==> config.mk <==
export PLATFORM = sky130hd
export DESIGN_NAME = ps_gearbox_flat
export DESIGN_NICKNAME = d
export VERILOG_FILES = /design/src/rtl/ps_gearbox_pkg.sv /design/src/rtl/ps_gearbox_if.sv /design/src/rtl/ps_gearbox.sv /design/src/flat_wrapper.sv
export SDC_FILE = /design/constraint.sdc
export NUM_CORES = 1
export LEC_CHECK = 0
export CAP_MARGIN = 20
export CORE_ASPECT_RATIO = 1.25
export CORE_UTILIZATION = 40
export CTS_CLUSTER_DIAMETER = 200
export DETAILED_ROUTE_END_ITERATION = 7
export GPL_ROUTABILITY_DRIVEN = 0
export MAX_ROUTING_LAYER = met4
export PLACE_DENSITY = 0.79
export REMOVE_ABC_BUFFERS = 1
export SKIP_CTS_REPAIR_TIMING = 1
export SLEW_MARGIN = 30
export SYNTH_ARGS = -nofsm -noshare
export SYNTH_HDL_FRONTEND = slang
export SYNTH_SLANG_ARGS = --single-unit
export TNS_END_PERCENT = 10
==> constraint.sdc <==
create_clock -name clk -period 2.4 [get_ports clk]
set_input_delay 0.24 -clock clk [delete_from_list [all_inputs] [get_ports clk]]
set_output_delay 0.24 -clock clk [all_outputs]
set_load 0.01 [all_outputs]
layers.png
Scale bar: 20 um. Only two layers are drawn.
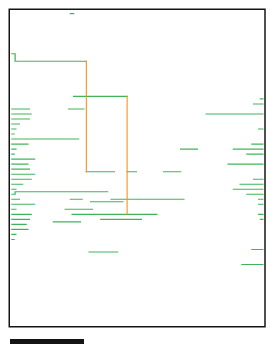
Green shows M3, wire length 359 um. Orange shows M4, wire length 61.9 um.
via count: 2352
Routed WL: 6480 um
Wirelength per Cell: 16.1 um

clock_wires.png
Scale bar: 20 um.
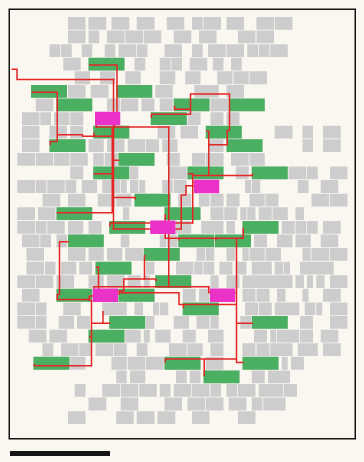
Green shows flip-flops, count 36. Magenta shows clock-net drivers, count 5. Red shows clock wires, length 505 um.
There are 6 routed clock nets.
Clock power frac: 0.119
P_clk: 0.479 mW
Clock Latency Late Sink: 290 ps
clk_skew: 4.91 ps

floorplan.png
Scale bar: 20 um. Pins as bars on the die edge. Tap cells in gray.
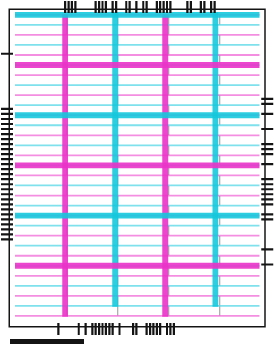
Magenta shows VSS. Cyan shows VDD.
6 straps on met5. 64 tap cells. The core has 30 rows.
Worst VDD drop: 0.531 mV
die width: 68.9 um

==> run summary <==
yosys + openroad results -> Leakage 1.36 nW, Compound Share, Synth 0.381, Die Area 5900 um2, Crit Path Max Fanout 16, Chip Area, Yosys 2240 um2, clock slew at reported path FFs 70 ps, FMAX 447 MHz, Final WS setup 163 ps, Post-synth top cells and2_1 (42), dfxtp_1 (36), a21o_1 (23), a211o_1 (22), a32o_1 (22), Tmin final 2240 ps, M3 GR Usage 0.0479, Core ar. 5410 um2, RSZ-0062 raised after global routing no, Async S/R FF share, synth 0, IO Count 93, Worst Reg2Reg Path Length in Cells 6, Layout area overhead 49.6%, detailed placer's ending HPWL 4400 um, Final Non-Filler Cells 403, pwr/cell area 1210 nW/um2, Yosys Instances 252, period utilisation layout 0.932, vias in the first global route 2173, port bufs 92, HP Class reg -> reg, Worst Setup Start Kind flip-flop, CTS Buf Count 5, pre-CTS setup slack 92.0 ps, status finished, final reports clean, TNS Setup 0 ps, initial antenna violation count 0, pin count of the biggest net entering global routing 37, post-route ant nets 0, Final Max Slew Viols 0, crit end category primary output, met2 Usage GRT 0.379, critical path class reg -> out, adder share 0.0279, XOR Share, Synth 0, r2r setup slk 190 ps, synth warn 0
cells by family after synthesis:
group                      count (synthesis)
and+or+nand+nor                           79
buffers and inverters                     30
AOI/OAI and AO/OA                        102
DFF                                       36
adders and majority gates                  5
metrics by stage:
step                      hold WS (ps)  cell area, um2
after CTS                          488            3350
after detailed placement           472            3250
after floorplan                    309            2130
final                              485            3350
after global routing               513            3350
after global placement             465            3250
power by group:
part / leakage (nW) / internal [mW] / total (mW) / switching, mW
Combinational: 1.01 / 1.19 / 2.49 / 1.30
Sequential: 0.296 / 0.850 / 1.07 / 0.219
Clock: 0.0503 / 0.256 / 0.479 / 0.223
routing by layer:
metal  wire, um  share of wire
met5          0              0
met4         61         0.0094
met1       2840           0.44
met3        358          0.055
met2       3220           0.50
cell type report:
cell class | count | share of cell area
clock buffer | 7 | 0.0288
inverter | 4 | 0.00448
multi-input combinational | 186 | 0.420
sequential | 36 | 0.215
tap | 64 | 0.0239
timing repair buffer | 106 | 0.307
worst max-delay path: stages (launching register included):
cell and delay, ps:
dfxtp_1 330, inv_1 100, ha_1 190, buf_6 190
and2_1 160, nand2_1 50, a21oi_1 140, clkdlybuf4s50_1 540
cells in the final DEF, fill, tap and decap left out, types with 2 or more instances in the layout:
master,n
nor3_1,8
a32o_1,22
nor2b_1,2
o21ai_1,2
buf_4,13
a211o_1,22
a221oi_1,8
a21oi_1,6
ha_1,5
nor2_1,9
o211ai_1,2
a21o_1,23
dfxtp_1,36
and2_1,42
clkdlybuf4s50_1,92
clkbuf_8,7
nor2_2,2
o21ai_0,5
a211oi_1,5
or4_1,2
nand2_1,3
nor2b_4,2
inv_1,4
Power figures rest on the tool's default switching activity, not on a simulated workload.
